$ cat config.mk
export PLATFORM = sky130hd
export DESIGN_NAME = universal_shift_register_flat
export DESIGN_NICKNAME = d
export VERILOG_FILES = /design/src/rtl/universal_shift_register_if.sv /design/src/rtl/universal_shift_register.sv /design/src/flat_wrapper.sv
export SDC_FILE = /design/constraint.sdc
export NUM_CORES = 1
export LEC_CHECK = 0
export CORE_MARGIN = 4
export CORE_UTILIZATION = 53
export DETAILED_ROUTE_END_ITERATION = 8
export PLACE_DENSITY = 0.95
export SETUP_SLACK_MARGIN = 0.4
export SLEW_MARGIN = 10
export SYNTH_ARGS = -nofsm -noshare
export SYNTH_HDL_FRONTEND = slang
export SYNTH_SLANG_ARGS = --single-unit
$ cat constraint.sdc
create_clock -name clk -period 3.1 [get_ports clk]
set_input_delay 0.775 -clock clk [delete_from_list [all_inputs] [get_ports clk]]
set_output_delay 0.775 -clock clk [all_outputs]
set_load 0.1 [all_outputs]
$ cat src/rtl/universal_shift_register_if.sv
// Command/status bundle for universal_shift_register; the controller drives
// the master side and the register presents the slave side.
interface universal_shift_register_if #(
    parameter int WIDTH = 8,
    parameter int SHW   = 3
);
    logic             cl_i;
    logic             ld_i;
    logic [WIDTH-1:0] in_i;
    logic             inc_i;
    logic             dec_i;
    logic             start_i;
    logic             dir_i;
    logic [1:0]       mode_i;
    logic [SHW-1:0]   amt_i;
    logic             ir_i;
    logic             il_i;
    logic [WIDTH-1:0] out_o;
    logic             carry_o;
    logic             zero_o;
    logic             busy_o;
    logic             done_o;

    modport master (
        output cl_i, ld_i, in_i, inc_i, dec_i, start_i, dir_i, mode_i, amt_i, ir_i, il_i,
        input  out_o, carry_o, zero_o, busy_o, done_o
    );

    modport slave (
        input  cl_i, ld_i, in_i, inc_i, dec_i, start_i, dir_i, mode_i, amt_i, ir_i, il_i,
        output out_o, carry_o, zero_o, busy_o, done_o
    );
endinterface

$ cat src/rtl/universal_shift_register.sv
// WIDTH-bit universal register: clear/load/inc/dec plus serial multi-position shift/rotate.
// Define UREG_SATURATE_EN to make inc/dec saturate instead of wrapping.
module universal_shift_register #(
    parameter int WIDTH = 8,
    parameter int SHW   = 3
) (
    input logic                         clk,
    input logic                         rst,
    universal_shift_register_if.slave   bus
);
    localparam int CW = $clog2(WIDTH + 1);
    localparam int AW = (SHW > CW) ? SHW : CW;

    typedef enum logic {IDLE, SHIFT} state_t;

    state_t           state_q, state_d;
    logic [WIDTH-1:0] out_q, out_d;
    logic             carry_q, carry_d;
    logic [CW-1:0]    cnt_q, cnt_d;
    logic             dir_q, dir_d;
    logic [1:0]       mode_q, mode_d;
    logic             done_q, done_d;

    logic [AW-1:0]    amtWide;
    logic [CW-1:0]    amtClamped;
    logic             shiftOut;
    logic             fillBit;
    logic [WIDTH-1:0] shifted;

    always_comb begin
        amtWide = AW'(bus.amt_i);
        if (amtWide >= AW'(WIDTH)) begin
            amtClamped = CW'(WIDTH);
        end else begin
            amtClamped = CW'(amtWide);
        end
    end

    // One shift position; rotate-through-carry feeds the old carry back in.
    always_comb begin
        shiftOut = dir_q ? out_q[WIDTH-1] : out_q[0];
        case (mode_q)
            2'b00:   fillBit = dir_q ? bus.il_i : bus.ir_i;
            2'b01:   fillBit = dir_q ? 1'b0 : out_q[WIDTH-1];
            2'b10:   fillBit = shiftOut;
            default: fillBit = carry_q;
        endcase
        shifted = dir_q ? {out_q[WIDTH-2:0], fillBit} : {fillBit, out_q[WIDTH-1:1]};
    end

    always_comb begin
        state_d = state_q;
        out_d   = out_q;
        carry_d = carry_q;
        cnt_d   = cnt_q;
        dir_d   = dir_q;
        mode_d  = mode_q;
        done_d  = 1'b0;
        case (state_q)
            IDLE: begin
                if (bus.cl_i) begin
                    out_d   = '0;
                    carry_d = 1'b0;
                end else if (bus.ld_i) begin
                    out_d   = bus.in_i;
                    carry_d = 1'b0;
                end else if (bus.inc_i) begin
                    carry_d = &out_q;
`ifdef UREG_SATURATE_EN
                    out_d = (&out_q) ? out_q : out_q + WIDTH'(1);
`else
                    out_d = out_q + WIDTH'(1);
`endif
                end else if (bus.dec_i) begin
                    carry_d = (out_q == '0);
`ifdef UREG_SATURATE_EN
                    out_d = (out_q == '0) ? out_q : out_q - WIDTH'(1);
`else
                    out_d = out_q - WIDTH'(1);
`endif
                end else if (bus.start_i) begin
                    dir_d  = bus.dir_i;
                    mode_d = bus.mode_i;
                    cnt_d  = amtClamped;
                    if (amtClamped == '0) begin
                        done_d = 1'b1;
                    end else begin
                        state_d = SHIFT;
                    end
                end
            end
            SHIFT: begin
                // Only clear is honoured mid-shift, and it suppresses done.
                if (bus.cl_i) begin
                    out_d   = '0;
                    carry_d = 1'b0;
                    cnt_d   = '0;
                    state_d = IDLE;
                end else begin
                    out_d   = shifted;
                    carry_d = shiftOut;
                    cnt_d   = cnt_q - CW'(1);
                    if (cnt_q == CW'(1)) begin
                        state_d = IDLE;
                        done_d  = 1'b1;
                    end
                end
            end
            default: state_d = IDLE;
        endcase
    end

    always_ff @(posedge clk or posedge rst) begin
        if (rst) begin
            state_q <= IDLE;
            out_q   <= '0;
            carry_q <= 1'b0;
            cnt_q   <= '0;
            dir_q   <= 1'b0;
            mode_q  <= 2'b00;
            done_q  <= 1'b0;
        end else begin
            state_q <= state_d;
            out_q   <= out_d;
            carry_q <= carry_d;
            cnt_q   <= cnt_d;
            dir_q   <= dir_d;
            mode_q  <= mode_d;
            done_q  <= done_d;
        end
    end

    assign bus.out_o   = out_q;
    assign bus.carry_o = carry_q;
    assign bus.zero_o  = (out_q == '0);
    assign bus.busy_o  = (state_q == SHIFT);
    assign bus.done_o  = done_q;
endmodule

$ cat src/flat_wrapper.sv
// flat-port wrapper written by rule: the top's interface ports become plain ports
module universal_shift_register_flat 
#(
    parameter int WIDTH = 8,
    parameter int SHW   = 3
)
  (clk, rst, bus_cl_i, bus_ld_i, bus_in_i, bus_inc_i, bus_dec_i, bus_start_i, bus_dir_i, bus_mode_i, bus_amt_i, bus_ir_i, bus_il_i, bus_out_o, bus_carry_o, bus_zero_o, bus_busy_o, bus_done_o);
  universal_shift_register_if #(.WIDTH(WIDTH), .SHW(SHW)) bus_i ();
  input logic clk;
  input logic rst;
  input wire logic [$bits(bus_i.cl_i)-1:0] bus_cl_i;
  input wire logic [$bits(bus_i.ld_i)-1:0] bus_ld_i;
  input wire logic [$bits(bus_i.in_i)-1:0] bus_in_i;
  input wire logic [$bits(bus_i.inc_i)-1:0] bus_inc_i;
  input wire logic [$bits(bus_i.dec_i)-1:0] bus_dec_i;
  input wire logic [$bits(bus_i.start_i)-1:0] bus_start_i;
  input wire logic [$bits(bus_i.dir_i)-1:0] bus_dir_i;
  input wire logic [$bits(bus_i.mode_i)-1:0] bus_mode_i;
  input wire logic [$bits(bus_i.amt_i)-1:0] bus_amt_i;
  input wire logic [$bits(bus_i.ir_i)-1:0] bus_ir_i;
  input wire logic [$bits(bus_i.il_i)-1:0] bus_il_i;
  output wire logic [$bits(bus_i.out_o)-1:0] bus_out_o;
  output wire logic [$bits(bus_i.carry_o)-1:0] bus_carry_o;
  output wire logic [$bits(bus_i.zero_o)-1:0] bus_zero_o;
  output wire logic [$bits(bus_i.busy_o)-1:0] bus_busy_o;
  output wire logic [$bits(bus_i.done_o)-1:0] bus_done_o;
  assign bus_i.cl_i = bus_cl_i;
  assign bus_i.ld_i = bus_ld_i;
  assign bus_i.in_i = bus_in_i;
  assign bus_i.inc_i = bus_inc_i;
  assign bus_i.dec_i = bus_dec_i;
  assign bus_i.start_i = bus_start_i;
  assign bus_i.dir_i = bus_dir_i;
  assign bus_i.mode_i = bus_mode_i;
  assign bus_i.amt_i = bus_amt_i;
  assign bus_i.ir_i = bus_ir_i;
  assign bus_i.il_i = bus_il_i;
  assign bus_out_o = bus_i.out_o;
  assign bus_carry_o = bus_i.carry_o;
  assign bus_zero_o = bus_i.zero_o;
  assign bus_busy_o = bus_i.busy_o;
  assign bus_done_o = bus_i.done_o;
  universal_shift_register #(.WIDTH(WIDTH), .SHW(SHW)) u_core (.clk(clk), .rst(rst), .bus(bus_i));
endmodule
Fig. 1: run 1, gate-type map
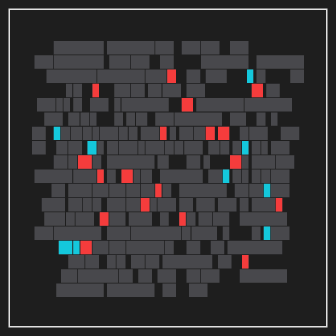
color	family	cells	most used
cyan	inverters	9	inv_1
red	NAND gates	18	nand2_1
Commonest Layout Cell: clkdlybuf4s50_1
fraction of standard cell area in multi-input logic: 51.2%

Fig. 2: run 1, M1 wires
Supply wires on this layer in gray.
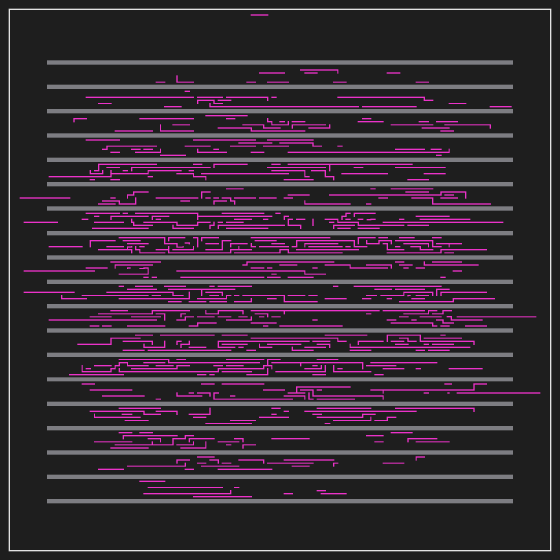
nets with wire on the layer	205
longest straight run	17.9 um
DR vias: 1,475
final WL: 4240 um
global-route track usage on met1: 32.6%

Fig. 3: run 1, clock wiring as the flow saved it
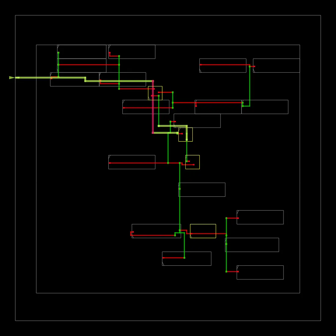
power drawn by the clock network: 0.148 mW
number of buffers inserted during clock tree synthesis: 3
clock latency on the worst-skew pair: 0.29 ns

==> run notes, run 1 <==
Physical design

The run finished with clean final reports. The number of fillers in the final layout stands at 186. After layout, the buffer instance count without clock buffers stands at 37. Once iteration 0 of detailed routing completed, the report listed 116 DRC markers.

The slew of the pin with the lowest slew margin stands at 0.707 ns. The combinational fraction of design power stands at 46.6%. The commonest cells after synthesis are 18 x dfrtp_1, 18 x nor2_1, 15 x a21oi_1. Grouping non-sequential cells by family puts the most area in AND-OR/OR-AND gates. Looking at the worst setup and hold paths, the clock pins of their registers show a slew of 0.11 ns.

On the final layout, the worst hold slack is 0.517 ns. The worst setup path is captured at a primary output. The clock sink count stands at 18.

The number of cell instances on the worst register-to-register path stands at 6. The timing-limited maximum frequency stands at 0.383 GHz. The critical path's slowest stage uses the library cell or4_1. The commonest register cell is dfrtp_1. The count of boundary I/O pins stands at 35.

The die area stands at 3630 um^2. In the finished design the tool counted flip-flops and latches totalling 18. The switching part of the total power stands at 44.6%.

On the critical path the largest part of the delay comes from simple AND/OR/NAND/NOR gates. The setup violation total in the final timing report stands at 0. The final period utilization stands at 84.2%. The critical path endpoint has a required time of 2.32 ns. STA classifies the critical path startpoint as a register.

The critical path starts at u_core.bus.out_o[0]$_DFFE_PP0P_. The number of global-route vias before repair is 1,445. The number of buffers between clock root and the deepest sink stands at 2. Clock tree synthesis selected as its root buffer the cell clkbuf_4. In this run, the synthesized area fraction spent on AND-OR/OR-AND gates is recorded as 24.1%. The least setup slack across all paths after layout stands at 0.490 ns. Measured on the final layout, buffering overhead outside the clock network stands at 18.4%.

Sorting the Yosys area breakdown by cell type puts at the top dfrtp_1. The synthesized area per cell stands at 8.71 um^2. The wire-length estimate of the detail-placed layout is 3100 um. The horizontal die dimension stands at 60.2 um. The post-route setup TNS stands at 0 ns. For the worst min-delay path, the startpoint reported by OpenROAD is u_core.cnt_q[3]$_DFFE_PP0P_. On met2, the global router reports a usage of 44.1%. The simple-gate portion of the synthesized area stands at 17.2%. In this run the critical path is formed by or4_1 > nor2_4 > buf_12. The cts-stage hold buffer count stands at 0. The met2 wire length stands at 2180 um. The clock buffer count in the final layout stands at 4. The worst clock skew stands at 0.000670 ns. The register with the most flip-flops in the layout has 8 of them. 0 antenna diodes ended up in the layout. Synthesis produced 166 cells.

The tapcell count stands at 30. For this run, global-route usage on met3 was measured as 3.46%. The critical path depth in cells stands at 3. In this run, post-CTS repair resized a total of 0 instances. The layout-stage area growth over the synthesis result stands at 30.4%. The area taken by flip-flops and latches stands at 460 um^2. Yosys reported that registers with async set or reset make up 100%. The first-pass iteration count of the detailed router stands at 7. Yosys printed 0 warnings. The share of the synthesized area in the top cell type stands at 31.1%. The number of maximum-capacitance constraint violations stands at 0. TritonCTS built the clock tree.

Overall routing resource usage recorded by global route was 24.9%. The quantity of I/O buffers inserted on ports stands at 34. In the final design database the tool counted 233 nets.

The routed wirelength normalized by instance count stands at 18.5 um. In this run the register-to-register setup slack is 1.12 ns. The layout summary lists the proportion of cells stronger than drive strength 1 as 20.5%. Cells fill 74.1% of the core in the end. Per STA, the highest per-stage delay on the worst path measures 0.63 ns.

Per the post-run analysis, buffers plus inverters along the critical path come to 1. The number of cells on the worst hold path is listed as 1. The tally of OpenROAD warnings stands at 27. Per the post-route antenna check, the number of violating nets is 0. The sequential cell power stands at 0.348 mW. The class occupying the most area after layout is reported as logic gates.

Entering global routing, the biggest net connects 19 pins. The total number of multi-input combinational cells stands at 132. The adder and majority cell fraction of the synthesized area stands at 8.30%. OpenSTA lists the critical path endpoint as bus_zero_o. Headroom to the max-slew limit came out at 52.8%.

The synthesis stat section lists a flop and latch total of 18. The worst setup path is of the reg -> out kind. The worst ir drop on vdd stands at 0.394 mV. In this run the post-CTS setup repair buffer count came out at 0. The number of ordinary inverters in the final layout stands at 9. The count of library flops with an enable pin stands at 0. The sequential power share stands at 37.4%. The library cells used most frequently in the layout, excluding fill and tap cells, are 21 x clkdlybuf4s50_1, 17 x nor2_1, 14 x a21oi_1, 14 x buf_4, 12 x dfrtp_1.

The combinational power stands at 0.433 mW. After synthesis, flip-flops and latches occupy 31.1% of the total area. The first global-routing pass estimated 6910 um of wire.

The core region is 2540 um^2. Sorting the synthesized cells by area gives the leading types as dfrtp_1 31%, ha_1 6.9%, mux2i_1 6.2%, a21oi_1 5.2%, nor2_1 4.7%. The total number of placement rows stands at 18. The global router reports that the layer with the highest usage is met2. The initial antenna violation count came to 0. The share of total power in the clock network stands at 16.0%. Looking at the clock tree report, the H-tree level count equals 1.

Per the detail_route log, the uppermost layer with routed signals is met4. The arrival time reported for the critical path endpoint stands at 1.84 ns. The group that draws the most power in this run is combinational logic. Clock tree buffers and inverters occupy 1.92% of the routed design's cell area. The clock period could shrink to 2.61 ns. Summing all multiplexer cells gives an area fraction of 10.1%.
Fig. 4: run 1, sequential cells grouped by signal name
Other sequential cells in the stronger gray, the rest of the logic in the fainter gray.
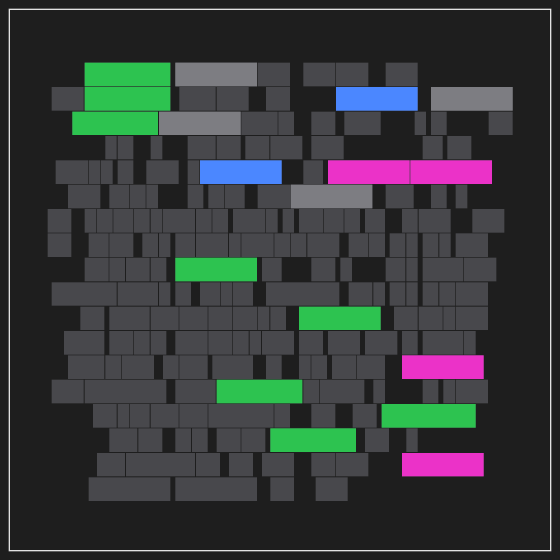

==> run 2: changes to the inputs <==
--- a/config.mk
+++ b/config.mk
@@ -6,9 +6,9 @@
 export NUM_CORES = 1
 export LEC_CHECK = 0
 export CORE_MARGIN = 4
-export CORE_UTILIZATION = 53
+export CORE_UTILIZATION = 49
 export DETAILED_ROUTE_END_ITERATION = 8
-export PLACE_DENSITY = 0.95
+export PLACE_DENSITY = 0.91
 export SETUP_SLACK_MARGIN = 0.4
 export SLEW_MARGIN = 10
 export SYNTH_ARGS = -nofsm -noshare
==> constraint.sdc (replaced) <==
create_clock -name clk -period 2.6 [get_ports clk]
set_input_delay 0.65 -clock clk [delete_from_list [all_inputs] [get_ports clk]]
set_output_delay 0.65 -clock clk [all_outputs]
set_load 0.1 [all_outputs]
Fig. 5: run 2, sequential cells grouped by signal name
Other sequential cells in the stronger gray, the rest of the logic in the fainter gray.
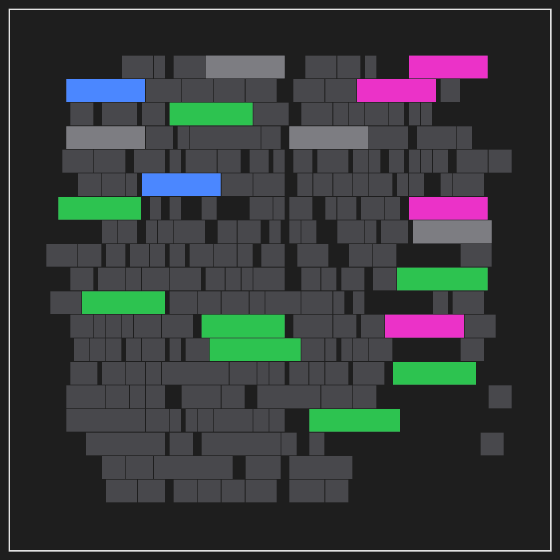
color	name in the netlist	sequential cells
green	`u_core.bus.out_o`	8
blue	`u_core.mode_q`	2
magenta	`u_core.cnt_q`	4
flip-flop and latch share of the layout cell area: 23.2%
reported sequential group power: 0.400 mW
Reg area: 468 um^2
Final Util: 72.5%

Fig. 6: run 2, gate-type map
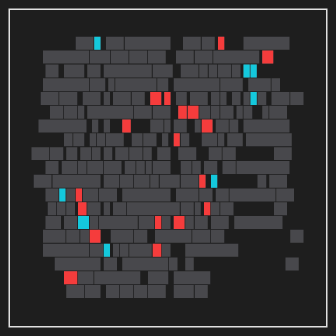
color	family	cells	most used
red	NAND gates	18	nand2_1
cyan	inverters	8	inv_1
Commonest Layout Cell: buf_4
fraction of standard cell area in multi-input logic: 49.3%

==> run notes, run 2 <==
Physical design

The largest share of the power goes to combinational logic. The power in the clock group stands at 0.152 mW. The setup path with the least slack is of type reg -> out. Per the final report, the share of cell area in non-clock buffers is 22.6%.

From the final report, the count of setup violators was given as 0. In this run, synthesis produced a sequential element count of 18. The worst setup path is launched from a register. The number of fillers in the final layout stands at 200. The critical path starts at u_core.bus.out_o[2]$_DFFE_PP0P_.

The slew of the pin with the lowest slew margin stands at 0.706 ns. The headroom to the max-slew limit stands at 52.9%. The tally of OpenROAD warnings stands at 30. In this design, the largest share of critical-path delay is due to simple AND/OR/NAND/NOR gates. The HPWL after detailed placement is 3150 um. The combinational fraction of design power stands at 51.0%.

Per the log, the first TritonRoute iteration ended with a DRC count of 78. The horizontal die dimension stands at 62.3 um. The count of library flops with an enable pin stands at 0.

The core area stands at 2780 um^2. The main area contributors are dfrtp_1 31%, ha_1 6.9%, mux2i_1 6.2%, a21oi_1 5.2%, nor2_1 4.7%. Each instance of the synthesized netlist takes up on average 8.71 um^2. The initial antenna violation count came to 0. The least setup slack across all paths after layout stands at 0.298 ns.

The register with the most flip-flops in the layout has 8 of them. In the finished layout, the clock tree contains a buffer count of 4. The number of warnings issued by yosys stands at 0. The sequential power share stands at 35.5%. Yosys shows that the main logic family after synthesis is AND-OR/OR-AND gates. The switching part of the total power stands at 44.3%.

The all-layer global routing usage stands at 21.9%. For this run, combinational gates with multiple inputs come to 132. The largest single stage delay on the critical path is 0.54 ns. Hold timing on the final database bottoms out at a slack of 0.542 ns. The cts-stage hold buffer count stands at 0. Leaving out fill and tap cells, the most frequent cells in the layout are 29 x buf_4, 21 x clkdlybuf4s50_1, 17 x nor2_1. The number of buffer and inverter instances along the worst setup path stands at 1. Global routing put the most usage on met2. Clock tree synthesis selected as its root buffer the cell clkbuf_4. According to the timing report, the arrival time at the worst endpoint equals 1.65 ns. The flow ran to the end, and the final reports show no timing, DRC or antenna violations.

Per the timing report, the achievable frequency comes out to 0.434 GHz. The overall die size recorded for this design is 3890 um^2. In the synthesized netlist the async set-or-reset flop fraction comes to 100%.

Post-route period utilization is reported as 88.5%. Max-cap violations in this run came to 0. The number of cells on the worst hold path stands at 1. Among all cell classes, the greatest summed area belongs to logic gates. The layout-stage area growth over the synthesis result stands at 39.4%. The number of buffers between clock root and the deepest sink stands at 2. The count of nets left with antenna violations once routing finished came out at 0. The area fraction in mux cells stands at 10.1%. The timing report gives the worst reg2reg path a setup slack of 0.58 ns. In this run, the clock network consumes 13.5% of the power. The iteration count recorded for the first detailed-route pass is 4. The number of global-route vias before repair was 1,554. The post-CTS repair timing setup buffer count stands at 4. The overall via count from detail_route stands at 1,509. The report lists the cells along the critical path as or4_4 > nor2_4 > buf_12. The minimum clock period after layout stands at 2.30 ns. The required time of the critical path stands at 1.95 ns. According to the timing report, the critical path is captured at bus_zero_o. For the final routed database, the setup TNS stands at 0 ns.

The clock sink count stands at 18. The commonest register cell is dfrtp_1. The final layout report lists a non-clock inverter count of 8. Summing the sequential cell areas from Yosys gives 31.1% of the chip area. Clock-pin slew was measured on the worst setup and hold paths at 0.10 ns. TritonCTS built the clock tree. The critical path depth in cells stands at 3. The clock buffer and inverter area fraction after layout stands at 1.30%. Per the CTS log, the maximum H-tree level is 1. Per report_power, the Combinational row totals 0.576 mW. Across the VDD grid, the largest voltage drop is 0.661 mV. The share of synthesized area in the top cell type comes to 31.1%.

The number of non-clock buffers stands at 52. Entering global routing, the biggest net connects 19 pins. The routing usage on met1 stands at 25.1%.

The later pin in the worst-skew pair is clocked with a latency of 0.31 ns. The first global-routing pass estimated 7060 um of wire. The finished design was reported to have a net count of 247.

Looking at the critical path, the single cell with the biggest stage delay is or4_4. In this run the count of I/O pins placed on the die edge is 35.
Power and IR drop assume default switching activity.
